Figure 1. Close-up of the layout (run 1).
Region (9, 9) to (29, 29) um. Cells in grey, sequential cells in the stronger grey; small squares are vias.
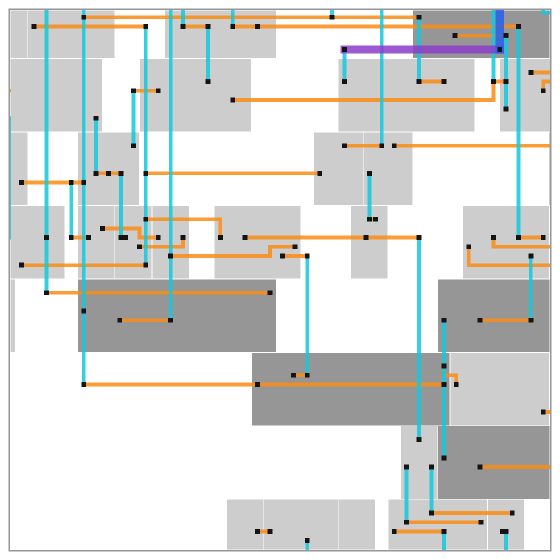
Figure 2. Clock wiring as the flow saved it (run 1).
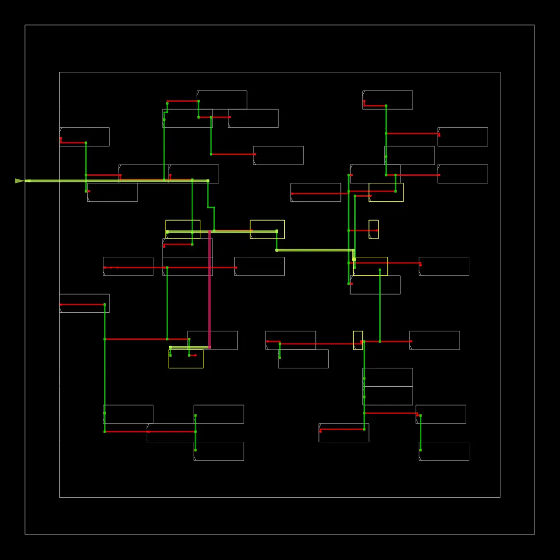
Figure 3. Metal layers overlaid (run 1).
The bar under the picture is 20 um long.
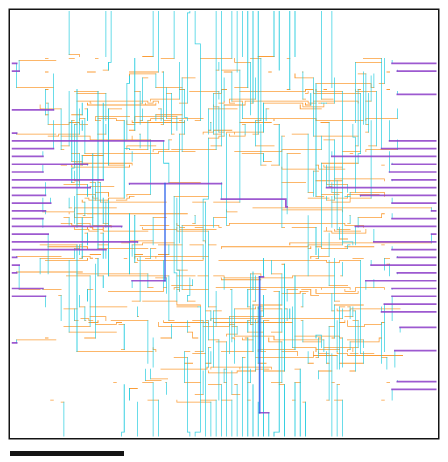
--- src/rtl/pipe_pkg.sv ---
// Shared pipeline definitions: NOP payload and per-stage payload structs
// whose $bits set the WIDTH of each pipe_stage_buf instance.
package pipe_pkg;

  localparam logic [31:0] NOP_INSN = 32'h0000_0013;

  typedef struct packed {
    logic [31:0] pc;
    logic [31:0] insn;
  } if_id_t;

  typedef struct packed {
    logic [31:0] pc;
    logic [31:0] rs1_val;
    logic [31:0] rs2_val;
    logic [31:0] imm;
    logic [4:0]  rd;
    logic [3:0]  alu_op;
    logic        mem_rd;
    logic        mem_wr;
    logic        reg_wr;
  } id_ex_t;

  typedef struct packed {
    logic [31:0] alu_res;
    logic [31:0] store_val;
    logic [4:0]  rd;
    logic        mem_rd;
    logic        mem_wr;
    logic        reg_wr;
  } ex_mem_t;

  typedef struct packed {
    logic [31:0] wb_val;
    logic [4:0]  rd;
    logic        reg_wr;
  } mem_wb_t;

endpackage

--- src/rtl/pipe_stage_cell.sv ---
// Single pipeline stage register: valid bit plus payload with load enable,
// synchronous reset and flush clear.
module pipe_stage_cell
  import pipe_pkg::*;
#(
  parameter int unsigned WIDTH        = 32,
  parameter bit          ZERO_INVALID = 1'b1
) (
  input  logic             clk_i,
  input  logic             rst_i,
  input  logic             en_i,
  input  logic             clr_i,
  input  logic             v_i,
  input  logic [WIDTH-1:0] d_i,
  output logic             v_o,
  output logic [WIDTH-1:0] d_o
);

  logic             v_q, v_d;
  logic [WIDTH-1:0] d_q, d_d;

  always_comb begin
    v_d = v_q;
    d_d = d_q;
    if (clr_i) begin
      v_d = 1'b0;
      if (ZERO_INVALID) d_d = '0;
    end else if (en_i) begin
      v_d = v_i;
      d_d = (ZERO_INVALID && !v_i) ? '0 : d_i;
    end
  end

  always_ff @(posedge clk_i) begin
    if (rst_i) begin
      v_q <= 1'b0;
      d_q <= '0;
    end else begin
      v_q <= v_d;
      d_q <= d_d;
    end
  end

  assign v_o = v_q;
  assign d_o = d_q;

endmodule

--- src/rtl/pipe_stage_buf.sv ---
// DEPTH-stage pipeline buffer with stall, flush, bubble and hole collapsing.
// Optional stall perf counter enabled by defining PIPE_STAGE_BUF_PERF_EN.
module pipe_stage_buf
  import pipe_pkg::*;
#(
  parameter int unsigned WIDTH        = 32,
  parameter int unsigned DEPTH        = 1,
  parameter bit          ZERO_INVALID = 1'b1
) (
  input  logic                       clk_i,
  input  logic                       rst_i,
  input  logic [WIDTH-1:0]           data_i,
  input  logic                       valid_i,
  input  logic                       bubble_i,
  input  logic                       stall_i,
  input  logic                       flush_i,
  output logic                       accept_o,
  output logic [WIDTH-1:0]           data_o,
  output logic                       valid_o,
  output logic [$clog2(DEPTH+1)-1:0] count_o,
  output logic [31:0]                stall_cycles_o
);

  localparam int unsigned CW = $clog2(DEPTH + 1);

  logic [DEPTH-1:0] v_s;
  logic [DEPTH-1:0] v_in;
  logic [DEPTH-1:0] en;
  logic [DEPTH-1:0] v_nxt;
  logic [WIDTH-1:0] d_s  [DEPTH];
  logic [WIDTH-1:0] d_in [DEPTH];
  logic [CW-1:0]    count_q, count_d;

  // Walk from the output back: a stage advances if the stage ahead advances
  // or it is itself empty, so any hole lets everything behind it move.
  always_comb begin
    logic acc;
    acc = !stall_i;
    en  = '0;
    for (int unsigned j = 0; j < DEPTH; j++) begin
      acc                = acc || !v_s[DEPTH-1-j];
      en[DEPTH-1-j]      = acc;
    end
  end

  assign accept_o = en[0];

  for (genvar k = 0; k < DEPTH; k++) begin : g_stage
    if (k == 0) begin : g_head
      assign v_in[k] = valid_i && !bubble_i;
      assign d_in[k] = data_i;
    end else begin : g_body
      assign v_in[k] = v_s[k-1];
      assign d_in[k] = d_s[k-1];
    end

    pipe_stage_cell #(
      .WIDTH        (WIDTH),
      .ZERO_INVALID (ZERO_INVALID)
    ) u_cell (
      .clk_i (clk_i),
      .rst_i (rst_i),
      .en_i  (en[k]),
      .clr_i (flush_i),
      .v_i   (v_in[k]),
      .d_i   (d_in[k]),
      .v_o   (v_s[k]),
      .d_o   (d_s[k])
    );
  end

  // Count is registered from the next-state valid vector so it tracks v exactly.
  always_comb begin
    count_d = '0;
    for (int unsigned i = 0; i < DEPTH; i++) begin
      v_nxt[i] = flush_i ? 1'b0 : (en[i] ? v_in[i] : v_s[i]);
      count_d  = count_d + CW'(v_nxt[i]);
    end
  end

  always_ff @(posedge clk_i) begin
    if (rst_i) count_q <= '0;
    else       count_q <= count_d;
  end

  assign count_o = count_q;
  assign data_o  = d_s[DEPTH-1];
  assign valid_o = v_s[DEPTH-1];

`ifdef PIPE_STAGE_BUF_PERF_EN
  logic [31:0] stall_cnt_q;

  always_ff @(posedge clk_i) begin
    if (rst_i) begin
      stall_cnt_q <= '0;
    end else if (valid_i && !accept_o && !flush_i && (stall_cnt_q != '1)) begin
      stall_cnt_q <= stall_cnt_q + 32'd1;
    end
  end

  assign stall_cycles_o = stall_cnt_q;
`else
  assign stall_cycles_o = '0;
`endif

endmodule
--- config.mk ---
export PLATFORM = sky130hd
export DESIGN_NAME = pipe_stage_buf
export DESIGN_NICKNAME = d
export VERILOG_FILES = /design/src/rtl/pipe_pkg.sv /design/src/rtl/pipe_stage_cell.sv /design/src/rtl/pipe_stage_buf.sv
export SDC_FILE = /design/constraint.sdc
export NUM_CORES = 1
export LEC_CHECK = 0
export ABC_AREA = 1
export CAP_MARGIN = 10
export CORE_MARGIN = 5
export CORE_UTILIZATION = 39
export DETAILED_ROUTE_END_ITERATION = 10
export GPL_TIMING_DRIVEN = 0
export PLACE_DENSITY = 0.85
export SETUP_SLACK_MARGIN = 0.2
export SYNTH_ARGS = -nofsm -noshare
export SYNTH_HDL_FRONTEND = slang
export SYNTH_HIERARCHICAL = 1
export SYNTH_SLANG_ARGS = --single-unit
--- constraint.sdc ---
create_clock -name clk_i -period 1.61 [get_ports clk_i]
set_input_delay 0.2415 -clock clk_i [delete_from_list [all_inputs] [get_ports clk_i]]
set_output_delay 0.2415 -clock clk_i [all_outputs]
set_load 0.01 [all_outputs]
==> changes_impl.md, run 1 <==
### Implementation results

* Clock-pin slew on the worst setup and hold paths at 0.06 ns
* Cell accounting for the most synthesized area: dfxtp_1
* Die y size at 75.0 um
* Pwr Total at 1.76 mW
* Post-route cell area at 2670 um^2
* Most frequent cells in the layout: 40 x clkdlybuf4s50_1, 36 x nand2_1, 35 x buf_4
* Signal buf overhead at 41.9%
* Synth Area in Adders at 0%
* Ys async rst share at 0%
* Max reg flops at 32
* Leakage at 1.50 nW
* XORs/XNORs by Area at 0%
* Most frequent logic cell in the layout: clkdlybuf4s50_1
* Non-clk invs at 5
* Storage cell area at 681 um^2
* Yosys cell types at 13
* Worst-path fanout max at 2
* DP Worst Slack at 0.0497 ns
* M1 GR Usage at 17.2%
* Startpoint types: flop
* List of most frequent post-synthesis cells: 36 x nand2_1, 35 x buf_4, 34 x dfxtp_1
* Mux share at 0%
* Hold Crit Depth at 2
* PwrDens at 658 nW/um^2
* Fp util at 40.5%
* Synth warn at 6
* Setup TNS Final at 0 ns
* Latency at later pin at 0.27 ns
* Rows at 23
* Ys cells at 191
* Reg2reg setup slack at 0.41 ns
* Sequential share of cell area at 25.5%
* Post-route setup slack at 0.230 ns
* Final Critical Period at 1.38 ns
* IO Pins at 105
* Outcome: completed
* Core Region at 4060 um^2
* Synth Area in Compound Gates at 17.4%
* Simple-Gate Area Share at 18.7%
* Synth flops at 34
* Initial antenna violation count at 0
* Global Route met2 Usage at 26.0%
* Worst Reg-to-Reg Cells at 6
* Vias in the first global route at 1468
* Final hold violation count at 0
* FF-to-FF End: g_stage[0].u_cell/d_o[14]
* CP startpoint: g_stage[0].u_cell/d_o[19]
* R2r startpoint: g_stage[0].u_cell/v_o
* Fmax at 0.724 GHz
* Last element of the critical path: data_o[19]
* Max incr delay on CP at 0.54 ns
* Syn Area/Cell at 8.61 um^2
* Hold buffer count at cts at 0
* DR pass1 iterations at 4
* CTS tree: yes
* First-pass GRT wire length at 6.57 mm
* Drt total wl at 4.36 mm
* Clk buf depth at 2
* Filler Cell Count at 373
* Combinational gate count at 136
* Fin nets at 339
* # Taps at 50
* Largest net degree at the start of global routing at 11
* Via/cell ratio at 4.29
* Cell family with the largest share of critical-path delay: buffers and inverters
* Layout area overhead at 62.4%
* Max VDD drop at 0.375 mV
About Figure 1:
colour	layer
cyan	metal 2
blue	metal 4
purple	metal 3
orange	metal 1
most frequent	dfxtp_1 (5), inv_1 (4), clkdlybuf4s50_1 (3)
netlist names of flops here include	`g_stage.u_cell/d_o` (3)
sequential cells in the window	5
cells with their middle in the window	28

About Figure 2:
clock network power: 0.575 mW
CTS Sinks: 34

About Figure 3:
colour	layer	wire length
orange	metal 1	1690 um
cyan	metal 2	2140 um
purple	metal 3	495 um
blue	metal 4	40.8 um
routed wire length per instance: 12.4 um
GRT Util Overall: 15.0%

-- run 1: tightest hold or removal path: cells and delay by family (launching register included) --
family / cells / cell delay (ns)
compound gates: 1 / 0.06
flops: 1 / 0.31
simple gates: 1 / 0.06
-- run 1: report_power, final --
group	switching [mW]	internal, mW
Combinational	0.135	0.184
Sequential	0.00718	0.856
Clock	0.278	0.297
Total	0.420	1.34
-- run 1: routing by layer --
layer	vias to the layer above	part of all wire (%)
li1	775	-
met1	664	39
met2	62	49
met3	4	11
met4	0	0.92
met5	-	0
-- run 1: logic make-up (layout without fill, tap and decap cells) --
| family | after synthesis | after routing |
|---|---|---|
| AND/OR/NAND/NOR | 70 | 70 |
| buffers and inverters | 52 | 131 |
| AND-OR/OR-AND | 34 | 34 |
| flip-flops | 34 | 34 |
| other | 1 | 32 |
Figure 4. Clock distribution (run 1).
The bar under the picture is 20 um long.
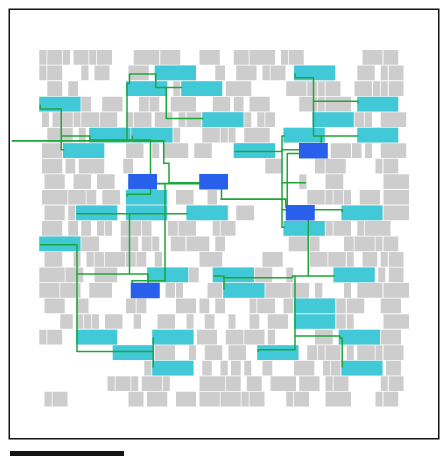

## Run 2: what changed since run 1
--- a/config.mk
+++ b/config.mk
@@ -7,7 +7,7 @@
 export LEC_CHECK = 0
 export ABC_AREA = 1
 export CAP_MARGIN = 10
-export CORE_MARGIN = 5
+export CORE_MARGIN = 4
 export CORE_UTILIZATION = 39
 export DETAILED_ROUTE_END_ITERATION = 10
 export GPL_TIMING_DRIVEN = 0
Figure 5. Clock distribution (run 2).
The bar under the picture is 20 um long.
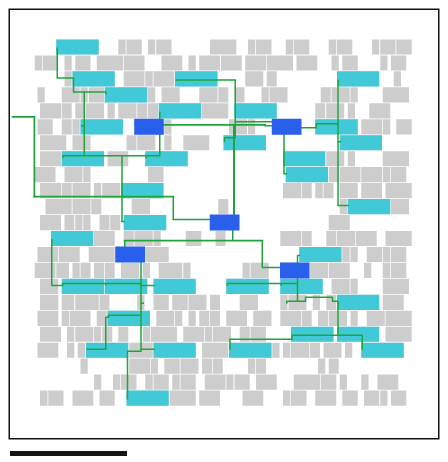
[green] clock wires | length: 404 um
[blue] clock drivers | count: 5
[cyan] flip-flops | count: 34
routed clock nets	6
flops lie	spread over the die

Figure 6. Clock wiring as the flow saved it (run 2).
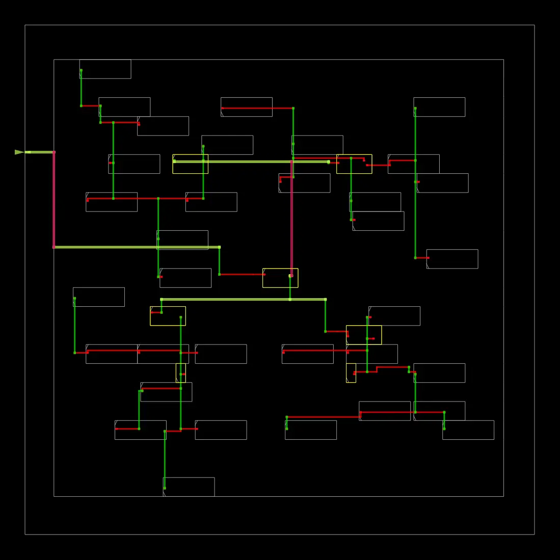
Latency at later pin: 0.27 ns
clock network power: 0.568 mW

==> changes_impl.md, run 2 <==
### Implementation results

* Yosys top cell area share at 41.4%
* PwrDens at 659 nW/um^2
* Post-route setup slack at 0.229 ns
* Leading power group: registers
* Outcome: completed
* Synth flops at 34
* Initial antenna violation count at 0
* Most frequent cells in the layout: 43 x clkdlybuf4s50_1, 36 x nand2_1, 35 x buf_4
* Layout area overhead at 61.4%
* Ys async rst share at 0%
* Die y size at 73.0 um
* Fp util at 40.8%
* Syn Area/Cell at 8.61 um^2
* Fmax at 0.724 GHz
* Global Route met2 Usage at 26.3%
* Uppermost layer routed: met4
* Cell accounting for the most synthesized area: dfxtp_1
* Internal at 1.34 mW
* Ys cells at 191
* Vias in the first global route at 1415
* List of most frequent post-synthesis cells: 36 x nand2_1, 35 x buf_4, 34 x dfxtp_1
* Worst-path fanout max at 2
* Leakage at 1.42 nW
* Synth warn at 6
* Routed wl met3 at 389 um
* Synth Area in Adders at 0%
* Via/cell ratio at 4.26
* Sw Ratio at 23.6%
* Startpoint types: flop
* P_sw at 0.412 mW
* CTS tree: yes
* Largest net degree at the start of global routing at 11
* GRT Util Overall at 15.6%
* CTS Sinks at 34
* Core Region at 4030 um^2
* Mux share at 0%
* Comb power frac at 18.2%
* Filler Cell Count at 347
* Cell family with the largest share of critical-path delay: buffers and inverters
* Post-route cell area at 2660 um^2
* Max reg flops at 32
* Storage cell area at 681 um^2
* 1st-iter DRT viols at 63
* M1 WL at 1.64 mm
* Final Critical Period at 1.38 ns
* Drt total wl at 4.03 mm
* DR pass1 iterations at 4
* First-pass GRT wire length at 6.44 mm
* DP Worst Slack at 0.0614 ns
* IO Pins at 105
* Most frequent logic cell in the layout: clkdlybuf4s50_1
* Met2 wire length at 1.98 mm
* Max incr delay on CP at 0.54 ns
* Clk buf depth at 2
* Clk pwr share at 32.5%
* Max VDD drop at 0.418 mV
* Routed wire length per instance at 11.5 um
* Synth Area in Compound Gates at 17.4%
* Pwr Total at 1.75 mW
* Simple-Gate Area Share at 18.7%
* Clock-pin slew on the worst setup and hold paths at 0.06 ns
* Rows at 23
* Final hold violation count at 0
* Yosys cell types at 13
* Setup TNS Final at 0 ns
* Fin nets at 339
Figure 7. Close-up of the layout (run 2).
Region (8, 8) to (28, 28) um. Cells in grey, sequential cells in the stronger grey; small squares are vias.
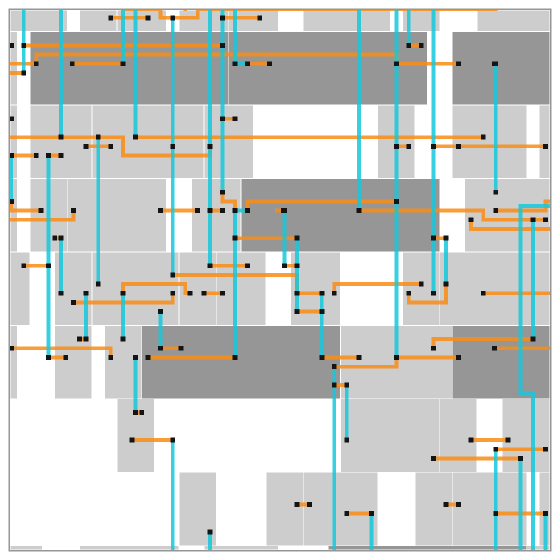
colour	layer
cyan	metal 2
orange	metal 1
sequential cells in the window	4
cells with their middle in the window	32
netlist names of flops here include	`g_stage.u_cell/d_o` (2)

==> run 2: cell counts after synthesis <==
Identical to the previous run, type by type.
==> run 2: final cells by class <==
cell class	instances	area share (%)
repair buffers	72	28.5
multi-input cells	136	26.9
flip-flops and latches	34	25.6
plain buffers	47	13.1
clock buffers	7	2.87
well taps	50	2.36
inverters	5	0.707
==> run 2: final timing paths <==
path,startpoint,end,slack [ns],depth (start not counted)
min reg2reg,g_stage[0].u_cell/d_o[29],g_stage[0].u_cell/d_o[29],0.46,2
max,g_stage[0].u_cell/d_o[10],data_o[10],0.23,1
max reg2reg,g_stage[0].u_cell/v_o,g_stage[0].u_cell/d_o[10],0.42,6
min,g_stage[0].u_cell/d_o[29],g_stage[0].u_cell/d_o[29],0.46,2
Power figures rest on the tool's default switching activity, not on a simulated workload.
